### Routed metal, one color a layer

(1.5 px per µm)
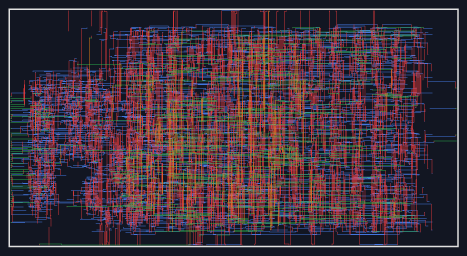
### Where the registers sit

(1 px per µm) Other sequential cells in the stronger gray, the rest of the logic in the fainter gray.
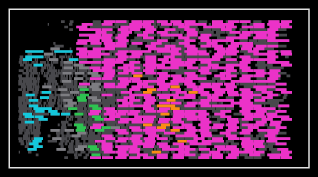
===== src/rtl/vga_dram_writer.sv =====
// ---------------------------------------------------------------------------
// vga_dram_writer
//
// Packs a 16bpp pixel stream into 32-bit words (first pixel in [15:0],
// second pixel in [31:16]) and writes them into the SDRAM framebuffer through
// an Avalon-MM write master. A small first-word-fall-through FIFO absorbs
// SDRAM stalls so the producer is back-pressured instead of losing data.
//
// Ports
//   clk                 system clock
//   resetn              asynchronous active-low reset
//   start               begin a frame (only honoured while idle)
//   write_to_addr       frame base byte address (low two bits ignored)
//   flush               end the frame early, writing out any held half-word
//   pixel_in            16-bit pixel (1:5:5:5)
//   pixel_valid         producer offers a pixel
//   pixel_ready         pixel taken when pixel_valid && pixel_ready
//   busy                high from start until done
//   done                one-cycle pulse once every word has been written
//   master_address      Avalon byte address
//   master_write        Avalon write request
//   master_writedata    Avalon write data
//   master_byteenable   Avalon byte enables
//   master_wait_request Avalon stall
// ---------------------------------------------------------------------------
module vga_dram_writer #(
  parameter int TOTAL_WORDS = 240000,
  parameter int WORDS_W     = 18,
  parameter int FIFO_AW     = 4
) (
  input  logic        clk,
  input  logic        resetn,
  input  logic        start,
  input  logic [31:0] write_to_addr,
  input  logic        flush,
  input  logic [15:0] pixel_in,
  input  logic        pixel_valid,
  output logic        pixel_ready,
  output logic        busy,
  output logic        done,
  output logic [31:0] master_address,
  output logic        master_write,
  output logic [31:0] master_writedata,
  output logic [3:0]  master_byteenable,
  input  logic        master_wait_request
);

  localparam logic [1:0] IDLE  = 2'd0;
  localparam logic [1:0] RUN   = 2'd1;
  localparam logic [1:0] DRAIN = 2'd2;

  localparam int                 DEPTH     = 1 << FIFO_AW;
  localparam logic [FIFO_AW:0]   FIFO_FULL = (FIFO_AW + 1)'(DEPTH);
  localparam logic [WORDS_W-1:0] TOTAL     = WORDS_W'(TOTAL_WORDS);

  logic [1:0]         state_q, state_d;
  logic [31:0]        base_q, base_d;
  logic [WORDS_W-1:0] pushed_q, pushed_d;
  logic [WORDS_W-1:0] written_q, written_d;
  logic [15:0]        hold_q, hold_d;
  logic               holdValid_q, holdValid_d;
  logic               done_q, done_d;

  // FIFO entries are {byteenable[3:0], data[31:0]}
  logic [35:0]        fifoMem_q [DEPTH];
  logic [FIFO_AW-1:0] wrPtr_q, rdPtr_q;
  logic [FIFO_AW:0]   count_q;

  logic        fifoEmpty;
  logic        accept;
  logic        pushOdd;
  logic        pushFlush;
  logic        push;
  logic        pop;
  logic [35:0] pushWord;
  logic [35:0] headWord;

  assign fifoEmpty = (count_q == '0);

  // flush gates pixel_ready combinationally so a pixel offered together with
  // flush is never taken.
  assign pixel_ready = (state_q == RUN) && !flush && (count_q < FIFO_FULL) && (pushed_q < TOTAL);
  assign accept      = pixel_valid && pixel_ready;

  // A held pixel always means the FIFO has room: the FIFO can only fill on an
  // odd-pixel push, which also empties the holding register.
  assign pushOdd   = accept && holdValid_q;
  assign pushFlush = (state_q == RUN) && flush && holdValid_q;
  assign push      = pushOdd || pushFlush;
  assign pushWord  = pushOdd ? {4'b1111, pixel_in, hold_q} : {4'b0011, 16'h0000, hold_q};

  assign headWord          = fifoMem_q[rdPtr_q];
  assign master_write      = !fifoEmpty && (state_q != IDLE);
  assign master_writedata  = fifoEmpty ? 32'h0 : headWord[31:0];
  assign master_byteenable = fifoEmpty ? 4'h0 : headWord[35:32];
  assign master_address    = base_q + (32'(written_q) << 2);
  assign pop               = master_write && !master_wait_request;

  assign busy = (state_q != IDLE);
  assign done = done_q;

  always_comb begin
    state_d     = state_q;
    base_d      = base_q;
    pushed_d    = pushed_q;
    written_d   = written_q;
    hold_d      = hold_q;
    holdValid_d = holdValid_q;
    done_d      = 1'b0;

    case (state_q)
      IDLE: begin
        if (start) begin
          base_d      = write_to_addr & 32'hFFFF_FFFC;
          pushed_d    = '0;
          written_d   = '0;
          holdValid_d = 1'b0;
          state_d     = RUN;
        end
      end
      RUN: begin
        if (flush || (pushed_q == TOTAL)) state_d = DRAIN;
      end
      DRAIN: begin
        // An empty FIFO means every word has been accepted by the slave.
        if (fifoEmpty) begin
          done_d  = 1'b1;
          state_d = IDLE;
        end
      end
      default: state_d = IDLE;
    endcase

    if (accept && !holdValid_q) begin
      hold_d      = pixel_in;
      holdValid_d = 1'b1;
    end
    if (push) begin
      holdValid_d = 1'b0;
      pushed_d    = pushed_q + 1'b1;
    end
    if (pop) written_d = written_q + 1'b1;
  end

  always_ff @(posedge clk or negedge resetn) begin
    if (!resetn) begin
      state_q     <= IDLE;
      base_q      <= '0;
      pushed_q    <= '0;
      written_q   <= '0;
      hold_q      <= '0;
      holdValid_q <= 1'b0;
      done_q      <= 1'b0;
      wrPtr_q     <= '0;
      rdPtr_q     <= '0;
      count_q     <= '0;
    end else begin
      state_q     <= state_d;
      base_q      <= base_d;
      pushed_q    <= pushed_d;
      written_q   <= written_d;
      hold_q      <= hold_d;
      holdValid_q <= holdValid_d;
      done_q      <= done_d;
      if (push) wrPtr_q <= wrPtr_q + 1'b1;
      if (pop)  rdPtr_q <= rdPtr_q + 1'b1;
      case ({push, pop})
        2'b10:   count_q <= count_q + 1'b1;
        2'b01:   count_q <= count_q - 1'b1;
        default: count_q <= count_q;
      endcase
    end
  end

  // Storage needs no reset: outputs are masked while the FIFO is empty.
  always_ff @(posedge clk) begin
    if (push) fifoMem_q[wrPtr_q] <= pushWord;
  end

endmodule


===== config.mk =====
export PLATFORM = sky130hd
export DESIGN_NAME = vga_dram_writer
export DESIGN_NICKNAME = d
export VERILOG_FILES = /design/src/rtl/vga_dram_writer.sv
export SDC_FILE = /design/constraint.sdc
export NUM_CORES = 1
export LEC_CHECK = 0
export CAP_MARGIN = 0
export CORE_ASPECT_RATIO = 0.5
export CORE_MARGIN = 8
export CORE_UTILIZATION = 65
export DETAILED_ROUTE_END_ITERATION = 12
export PLACE_DENSITY = 0.92
export SETUP_SLACK_MARGIN = 0.5
export SLEW_MARGIN = 20
export SYNTH_ARGS = -nofsm -noshare
export SYNTH_HDL_FRONTEND = slang
export SYNTH_SLANG_ARGS = --single-unit
export TNS_END_PERCENT = 50

===== constraint.sdc =====
create_clock -name clk -period 8.8 [get_ports clk]
set_input_delay 1.76 -clock clk [delete_from_list [all_inputs] [get_ports clk]]
set_output_delay 1.76 -clock clk [all_outputs]
set_load 0.01 [all_outputs]

==> impl_metrics.env <==
# physical design summary
export IMPL_cts_buffer_depth=3
export IMPL_cpMaxStageDelayCell="dfrtp_4"
export IMPL_worst_pin_slew_ns=1.11
export IMPL_drc=0
export IMPL_dp_hpwl_mm=35.0
export IMPL_drt_initial_drc_count=2448
export IMPL_warnings=33
export IMPL_status="finished clean"
export IMPL_critPathKind="reg -> out"
export IMPL_core_area_mm2=0.0391
export IMPL_cts_resized_gates=0
export IMPL_synth_area_mm2=0.0259
export IMPL_drive_above_1_share_pct=19.1
export IMPL_final_nets=1645
export IMPL_area_delta_synth_final_pct=13.1
export IMPL_grt_max_degree=73
export IMPL_fp_util_pct=66.3
export IMPL_skew_ns=0.0170
export IMPL_netlist_area_leader_share_pct=61.3
export IMPL_yosys_warnings=0
export IMPL_max_vdd_ir_drop_v=0.000207
export IMPL_reg2reg_slack_ns=5.02
export IMPL_synth_cells=1428
export IMPL_cts_tree="done"
export IMPL_drv_slew=0
export IMPL_path_max_fanout=72
export IMPL_rsz0062_at_grt="false"
export IMPL_p_leak_nw=9.69
export IMPL_fp_dieArea_mm2=0.0468
export IMPL_synth_cells_yosys=1428
export IMPL_io_buffers=121
export IMPL_grt_ovfl_total=0
export IMPL_critical_path_depth=5
export IMPL_power_density_mw_per_mm2=300
export IMPL_async_reset_ff_share_pct=15.8
export IMPL_fin_crit_sh_pct=70.4
export IMPL_cts_buffers=51
export IMPL_post_place_cells=2037
export IMPL_synthFlopType="edfxtp_1"
export IMPL_viasPerCell=6.98
export IMPL_critPathLaunchType="register"
export IMPL_ys_seq_share_pct=70.8
export IMPL_yosysTopAreaCell="edfxtp_1"
export IMPL_htreeDepth=2
export IMPL_stdcell_count=2132
export IMPL_worst_setup_path_end_kind="primary output"
export IMPL_num_vias=14900
export IMPL_hp_start="base_q[2]"
About 'Routed metal, one color a layer':
[blue] met1 | wire length: 23.9 mm
[green] met3 | wire length: 7880 µm
[orange] met4 | wire length: 3090 µm
[red] met2 | wire length: 32.8 mm

About 'Where the registers sit':
[green] pushed_q | sequential cells: 18
[cyan] base_q | sequential cells: 30
[magenta] fifoMem_q | sequential cells: 528
[orange] hold_q | sequential cells: 16

registers in the layout, indices dropped and copies added, names as in the netlist:
signal,flops
pushed_q,18
wrPtr_q,4
holdValid_q,1
base_q,30
written_q,18
done,1
state_q,2
fifoMem_q,528
hold_q,16
count_q,5
rdPtr_q,4
layout by cell type (no fill, tap or decap), types with 15 or more instances in the layout:
cell type	count
xor2_1	15
mux2_2	18
dfrtp_1	96
edfxtp_1	528
ha_1	30
nand4_1	16
nand2_1	141
nor2_1	30
nand3_1	27
clkdlybuf4s50_1	120
and2_1	52
o21ai_0	33
mux4_2	165
a21oi_1	30
xnor2_1	26
buf_4	27
clkbuf_1	19
clkbuf_16	51
inv_1	18
metrics by stage:
stage	worst slack (ns)	area (µm²)	total power, mW	hold slack, ns
after floorplan	1.82	25900	5.50	0.452
after detailed placement	3.25	27700	6.55	0.475
after CTS	2.61	29200	8.79	0.489
final	2.61	29300	8.77	0.488
after global placement	3.35	27700	6.38	0.467
after global routing	2.44	29300	9.08	0.510
layer usage:
layer / GRT usage (%) / vias to the layer above / part of all wire (%)
met2: 47.6 / 1266 / 48
met4: 11.5 / 0 / 4.6
met3: 5.99 / 241 / 12
met1: 38.3 / 7481 / 35
li1: - / 5898 / -
met5: 0 / - / 0
tightest hold or removal path, cell delays in order (launching register included):
cell and delay, ns:
dfrtp_1 0.35, nand2_1 0.05, nand2_1 0.06
where the power goes:
part           internal (mW)  switching, mW
registers               3.53          0.431
logic                   1.38           1.20
clock network           1.13           1.10
total                   6.05           2.73
worst max path at each step:
stage	from	end	slack, ns
after detailed placement	rdPtr_q[0]	master_writedata[24]	3.25
after global placement	rdPtr_q[0]	master_byteenable[2]	3.35
final	rdPtr_q[1]	master_writedata[27]	2.61
after CTS	rdPtr_q[0]	master_writedata[24]	2.61
after global routing	rdPtr_q[0]	master_writedata[24]	2.44
after floorplan	flush	fifoMem_q[0][0]	1.82
layout make-up:
type | instances | area [µm²]
inverter | 20 | 77.6
antenna | 1 | 2.50
sequential | 627 | 18300
tap | 530 | 663
timing repair buffer | 147 | 1400
clock inverter | 22 | 166
fill | 1987 | 9790
multi-input combinational | 713 | 7230
clock buffer | 72 | 1380
kinds of logic after synthesis:
kind of cell / share of synthesized area (%)
AND-OR/OR-AND: 2.75
XOR/XNOR: 1.39
adder cells (fa/ha/maj): 1.53
buffers and inverters: 1.47
other: 0.0145
AND/OR/NAND/NOR: 6.44
multiplexers: 15.6
flip-flops: 70.8
Power and IR drop assume default switching activity.
